===== src/rtl/sensor_cortinas_multi.sv =====
// N-channel motorised blind controller with time-based position tracking.
// Shared tick prescaler, per-channel dead time before every start/reversal.
module sensor_cortinas_multi #(
    parameter int N_CH       = 4,
    parameter int POS_W      = 8,
    parameter int TRAVEL_MAX = 200,
    parameter int TICK_DIV   = 1000,
    parameter int DEADTIME   = 16
) (
    input  logic                    clk,
    input  logic                    reset,
    input  logic                    startPer,
    input  logic                    cmd_valid,
    output logic                    cmd_ready,
    input  logic [3:0]              cmd_ch,
    input  logic [1:0]              cmd_op,
    input  logic [POS_W-1:0]        cmd_target,
    output logic [N_CH-1:0]         updown,
    output logic [N_CH-1:0]         backward,
    output logic [N_CH-1:0]         busy,
    output logic [N_CH-1:0]         done,
    output logic                    cmd_err,
    output logic [N_CH*POS_W-1:0]   position
);

    localparam int CW = $clog2(TICK_DIV);
    localparam int DW = $clog2(DEADTIME + 1);
    localparam logic [CW-1:0]    CLAST = CW'(TICK_DIV - 1);
    localparam logic [DW-1:0]    DLAST = DW'(DEADTIME - 1);
    localparam logic [POS_W-1:0] TMAX  = POS_W'(TRAVEL_MAX);

    localparam logic [1:0] OP_STOP  = 2'b00;
    localparam logic [1:0] OP_LOWER = 2'b01;
    localparam logic [1:0] OP_GOTO  = 2'b11;

    typedef enum logic [1:0] {
        S_IDLE,
        S_DEAD,
        S_UP,
        S_DOWN
    } state_e;

    state_e             state_q [N_CH];
    state_e             state_d [N_CH];
    logic [POS_W-1:0]   pos_q   [N_CH];
    logic [POS_W-1:0]   pos_d   [N_CH];
    logic [POS_W-1:0]   tgt_q   [N_CH];
    logic [POS_W-1:0]   tgt_d   [N_CH];
    logic [DW-1:0]      dead_q  [N_CH];
    logic [DW-1:0]      dead_d  [N_CH];
    logic [N_CH-1:0]    dir_q, dir_d;
    logic [N_CH-1:0]    done_q, done_d;
    logic [N_CH-1:0]    updown_q, updown_d;
    logic [N_CH-1:0]    backward_q, backward_d;
    logic [CW-1:0]      cnt_q, cnt_d;
    logic               cmd_err_q, cmd_err_d;

    logic               tick;
    logic               accept;
    logic               ch_ok;
    logic               hit;
    logic               want_down;
    logic               moving;
    logic [POS_W-1:0]   cmd_tgt;
    logic [POS_W-1:0]   nxt;

    assign cmd_ready = startPer & reset;
    assign accept    = cmd_valid & cmd_ready;
    assign ch_ok     = ({1'b0, cmd_ch} < 5'(N_CH));
    assign tick      = startPer && (cnt_q == CLAST);

    always_comb begin
        cnt_d = (!startPer || tick) ? '0 : cnt_q + 1'b1;
    end

    always_comb begin
        case (cmd_op)
            OP_LOWER: cmd_tgt = TMAX;
            OP_GOTO:  cmd_tgt = (cmd_target > TMAX) ? TMAX : cmd_target;
            default:  cmd_tgt = '0;
        endcase
    end

    always_comb begin
        cmd_err_d  = accept && !ch_ok;
        hit        = 1'b0;
        want_down  = 1'b0;
        moving     = 1'b0;
        nxt        = '0;
        dir_d      = dir_q;
        done_d     = '0;
        updown_d   = '0;
        backward_d = '0;
        for (int i = 0; i < N_CH; i++) begin
            state_d[i] = state_q[i];
            pos_d[i]   = pos_q[i];
            tgt_d[i]   = tgt_q[i];
            dead_d[i]  = dead_q[i];
            hit        = accept && ch_ok && (cmd_ch == 4'(i));
            want_down  = cmd_tgt > pos_q[i];
            moving     = (state_q[i] == S_UP) || (state_q[i] == S_DOWN);
            nxt        = pos_q[i];
            if (!startPer) begin
                state_d[i] = S_IDLE;
            end else if (hit) begin
                // A command on this channel pre-empts any tick step this edge
                if (cmd_op == OP_STOP) begin
                    state_d[i] = S_IDLE;
                end else if (cmd_tgt == pos_q[i]) begin
                    state_d[i] = S_IDLE;
                    done_d[i]  = 1'b1;
                end else begin
                    tgt_d[i] = cmd_tgt;
                    dir_d[i] = want_down;
                    if (!(moving && (dir_q[i] == want_down))) begin
                        state_d[i] = S_DEAD;
                        dead_d[i]  = '0;
                    end
                end
            end else begin
                case (state_q[i])
                    S_DEAD: begin
                        if (dead_q[i] == DLAST) begin
                            state_d[i] = dir_q[i] ? S_DOWN : S_UP;
                        end else begin
                            dead_d[i] = dead_q[i] + 1'b1;
                        end
                    end
                    S_UP: begin
                        if (tick) begin
                            nxt      = (pos_q[i] == '0) ? '0 : pos_q[i] - 1'b1;
                            pos_d[i] = nxt;
                            if (nxt == tgt_q[i]) begin
                                state_d[i] = S_IDLE;
                                done_d[i]  = 1'b1;
                            end
                        end
                    end
                    S_DOWN: begin
                        if (tick) begin
                            nxt      = (pos_q[i] >= TMAX) ? TMAX : pos_q[i] + 1'b1;
                            pos_d[i] = nxt;
                            if (nxt == tgt_q[i]) begin
                                state_d[i] = S_IDLE;
                                done_d[i]  = 1'b1;
                            end
                        end
                    end
                    default: ;
                endcase
            end
            // Relays follow the registered state one edge later
            updown_d[i]   = startPer && (state_q[i] == S_UP);
            backward_d[i] = startPer && (state_q[i] == S_DOWN);
        end
    end

    always_ff @(posedge clk or negedge reset) begin
        if (!reset) begin
            cnt_q      <= '0;
            cmd_err_q  <= 1'b0;
            dir_q      <= '0;
            done_q     <= '0;
            updown_q   <= '0;
            backward_q <= '0;
            for (int i = 0; i < N_CH; i++) begin
                state_q[i] <= S_IDLE;
                pos_q[i]   <= '0;
                tgt_q[i]   <= '0;
                dead_q[i]  <= '0;
            end
        end else begin
            cnt_q      <= cnt_d;
            cmd_err_q  <= cmd_err_d;
            dir_q      <= dir_d;
            done_q     <= done_d;
            updown_q   <= updown_d;
            backward_q <= backward_d;
            for (int i = 0; i < N_CH; i++) begin
                state_q[i] <= state_d[i];
                pos_q[i]   <= pos_d[i];
                tgt_q[i]   <= tgt_d[i];
                dead_q[i]  <= dead_d[i];
            end
        end
    end

    assign updown   = updown_q;
    assign backward = backward_q;
    assign done     = done_q;
    assign cmd_err  = cmd_err_q;

    for (genvar g = 0; g < N_CH; g++) begin : g_out
        assign position[g*POS_W +: POS_W] = pos_q[g];
        assign busy[g] = (state_q[g] != S_IDLE);
    end

endmodule


===== config.mk =====
export PLATFORM = sky130hd
export DESIGN_NAME = sensor_cortinas_multi
export DESIGN_NICKNAME = d
export VERILOG_FILES = /design/src/rtl/sensor_cortinas_multi.sv
export SDC_FILE = /design/constraint.sdc
export NUM_CORES = 1
export LEC_CHECK = 0
export ABC_AREA = 1
export ABC_CLOCK_PERIOD_IN_PS = 5800
export CAP_MARGIN = 40
export CORE_ASPECT_RATIO = 0.9
export CORE_UTILIZATION = 40
export DETAILED_ROUTE_END_ITERATION = 12
export PLACE_DENSITY = 0.61
export SYNTH_ARGS = -nofsm -noshare
export SYNTH_HDL_FRONTEND = slang
export SYNTH_SLANG_ARGS = --single-unit

===== constraint.sdc =====
create_clock -name clk -period 5.8 [get_ports clk]
set_input_delay 0.87 -clock clk [delete_from_list [all_inputs] [get_ports clk]]
set_output_delay 0.87 -clock clk [all_outputs]
set_load 0.05 [all_outputs]

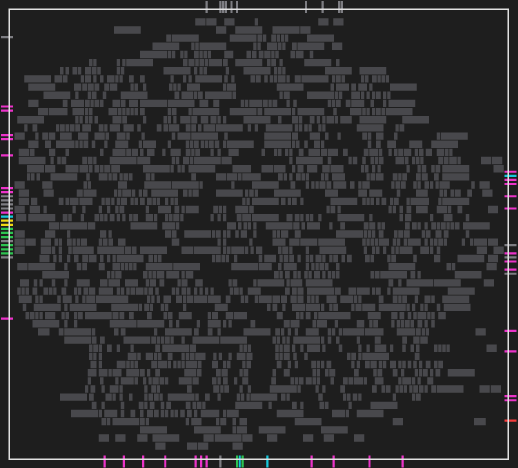
Fig. 1. Pin map.
(3 px per um) Pins as bars across the die edge, other pins in grey.
- red: `reset` (pins 1; direction input; edge east)
- magenta: `position` (pins 32; direction output; edge 12 east, 11 south, 9 west)
- cyan: `backward` (pins 4; direction output; edge 2 south, 1 west, 1 east)
- yellow: `cmd_op` (pins 2; direction input; edge west)
- green: `cmd_target` (pins 8; direction input; edge 6 west, 2 south)
- all pins by edge: 25 west, 17 east, 16 south, 10 north
die height: 149 um
Die W: 166 um
number of port buffers: 67

==> impl_metrics.toml <==
# generated from flow reports
[pwr]
peakVddDrop_v = 0.000208
pwr_density_cell_mw_per_mm2 = 268
power_mw = 2.98
leakage_nw = 5.73

[cells_and_area]
buf_share_pct = 6.52
nets = 1522
layoutNonFillerInstCount = 1770
fin_util_pct = 47.2
nMultiInputCombCells = 1038
comb_share_pct = 51.1
nClkBuffers = 23
fill_cells = 2386
final-clk-cell-share_pct = 5.11
syn_to_final_growth_pct = 15.0
dominant-cell-class = "multi-input combinational cells"
insertedDiodeCount = 0
final-comb-area_sq_mm = 0.00568
drive_above_1_share_pct = 10.1
inv_count = 205
fin_area_sq_mm = 0.0111
seq_cell_count = 119
n_all_buffers = 74
ff_latch_area_sq_mm = 0.00298
sh_seq_area_pct = 26.8

[clock_tree]
clock_sinks = 119
cts_hold_buf = 0
cts_tree = "done"
cts_buffer_depth = 2
clkTransAtPathRegs_ns = 0.06
root_buffer = "clkbuf_16"
cts_resized = 0
htreeDepth = 4
cts_buffers = 17
clk_latency_ns = 0.43
post_cts_buffers = 0

[route]
wl_met1_mm = 13.2
vias_per_cell = 5.19
wl_met3_mm = 1.25
num_vias = 9190
ant_nets = 0
first_iter_violations = 879
topRoutingLayerUsed = "met4"
first_pass_iters = 10
wl_mm = 26.5
wl_met2_mm = 11.7
drc_errors = 4

[worst_setup_path]
cp-endpoint = "dead_q[2]"
reg2regPathDepth = 18
worst-path-max-fanout = 14
rrSetupSlack_ns = 3.17
crit_start = "cmd_target[7]"
cp.required_ns = 6.12
criticalPathCategory = "in -> reg"
reg2reg_to = "state_q[2]"
arrival_ns = 4.04
end_kind = "flop"
critical_path.startpoint_type = "input pin"
r2r_start = "position[16]"

[run_status]
status = "complete, but fails checks"
violations = "design-rule violations"

[place]
dp_slack_ns = 1.67
gp_congestion = 0.885
dp.cells = 1738
post_dp_cell_area_sq_mm = 0.0105
hpwl_mm = 19.3

[timing]
rsz0062_at_grt = "false"
finalSetupViolations = 0
relSlewSlack_pct = 46.0
final_max_slew_viol_count = 0
worst_pin_slew_ns = 0.810
fin_tns_setup_ns = 0
finalClockSkew_ns = 0.00535
holdWs_ns = 0.416
fin_crit_sh_pct = 64.1
fin_crit_ns = 3.72
fin_ws_ns = 2.08
max_freq_mhz = 269
hold_viol = 0

[die]
n_tap_cell = 302
pin_count = 68
rows = 53
core_sq_mm = 0.0235
chip_area_sq_mm = 0.0248
fp_util_pct = 41.1

[logic_synthesis]
syn-num-nets = 1459
top_cells_by_count = "408 x nand2_1, 178 x inv_1, 122 x nand3_1"
ys.flops = 119
yosysUniqueCellTypes = 48
edf_count = 0
top_cell = "nand2_1"
ys_sh_xor_pct = 3.26
simple_gate_area_share_pct = 39.5
top_area_share_pct = 30.8
ys_sh_adder_pct = 6.34
synth.area.top_cells = "dfrtp_1 31%, nand2_1 16%, inv_1 6.9%, ha_1 6.3%, nand3_1 6.3%"
syn_area_per_cell_sq_um = 6.94
async_reset_ff_share_pct = 100
ys_area_sq_mm = 0.00966
ys.flop_type = "dfrtp_1"
synth_warnings = 0
synthTopLogicFamily = "simple AND/OR/NAND/NOR gates"
ys_sh_aoi_pct = 9.72
synth_top_cell_by_area = "dfrtp_1"
synthesis.instances = 1392
ys_cells = 1392
mux_share_pct = 0
ys_seq_share_pct = 30.8
syn_area_sq_mm = 0.00966

[global_route]
met3_usage_pct = 4.10
grt_pass1_wl_mm = 43.8
antenna_found_initial = 0
busiest_layer = "met2"
grt_max_degree = 63
grt_pass1_vias = 8501
grt_overflow = 0

[run]
tool_warnings = 34
drv_cap = 0

[min_path]
hp-class = "in -> async"
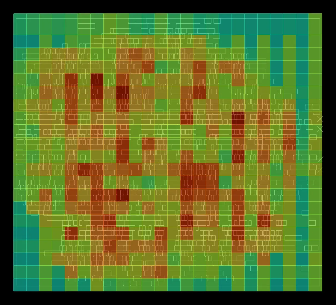
Fig. 2. Routing congestion map.
met1 GRT Util: 31.5%
Routed wire per std cell: 15.0 um
total track usage: 22.3%
met2 usage: 34.9%

==> logic make-up (layout without fill, tap and decap cells) <==
logic type               after synthesis  in the layout
flip-flops                           119            119
adder cells (fa/ha/maj)               49             49
XOR/XNOR                              36             36
AND/OR/NAND/NOR                      788            788
buffers and inverters                235            311
AND-OR/OR-AND                        165            165
==> worst max-delay path, cell delays in order <==
cell             delay [ns]
clkdlybuf4s50_1        0.49
nand2_1                0.09
nor2_1                 0.13
nand2_1                0.08
nand2_2                0.23
inv_1                  0.09
nor3_1                 0.48
buf_4                  0.25
ha_1                   0.24
nand2_1                0.06
nor2_1                 0.04
nand4_1                0.17
nand2_2                0.14
inv_2                  0.20
nand2_1                0.11
nand2_2                0.15
nand2_4                0.08
nand2_1                0.07
nand2_1                0.05
==> power by group <==
part	internal [mW]	total (mW)	switching (mW)
clock network	0.651	1.06	0.410
registers	0.947	1.07	0.127
logic	0.300	0.845	0.545
==> placed cells by master (no fill, tap or decap), types with 4 or more instances in the layout <==
cell type	instances
inv_1	178
a22oi_1	7
nor2_1	107
inv_2	21
clkinv_2	6
a21oi_1	28
nand2_1	408
o211ai_1	4
clkbuf_1	4
xor2_1	34
nand3_1	122
o21bai_1	5
nand2_2	18
nand4_1	48
clkdlybuf4s50_1	66
nand3_4	8
buf_4	7
a31oi_1	8
a211oi_1	6
nand2_4	10
nand3b_1	4
ha_1	49
dfrtp_1	119
a21oi_2	4
o21ai_1	9
clkbuf_16	17
nand3_2	15
nand4_2	5
inv_4	5
nor3_1	14
o21ai_0	86
nor2_4	10
==> registers in the layout (all words and copies together) (netlist names), 4 cells and up <==
signal / cells
dir_q: 4
done: 4
tgt_q: 32
backward: 4
updown: 4
position: 32
state_q: 8
dead_q: 20
cnt_q: 10
Power figures rest on the tool's default switching activity, not on a simulated workload.
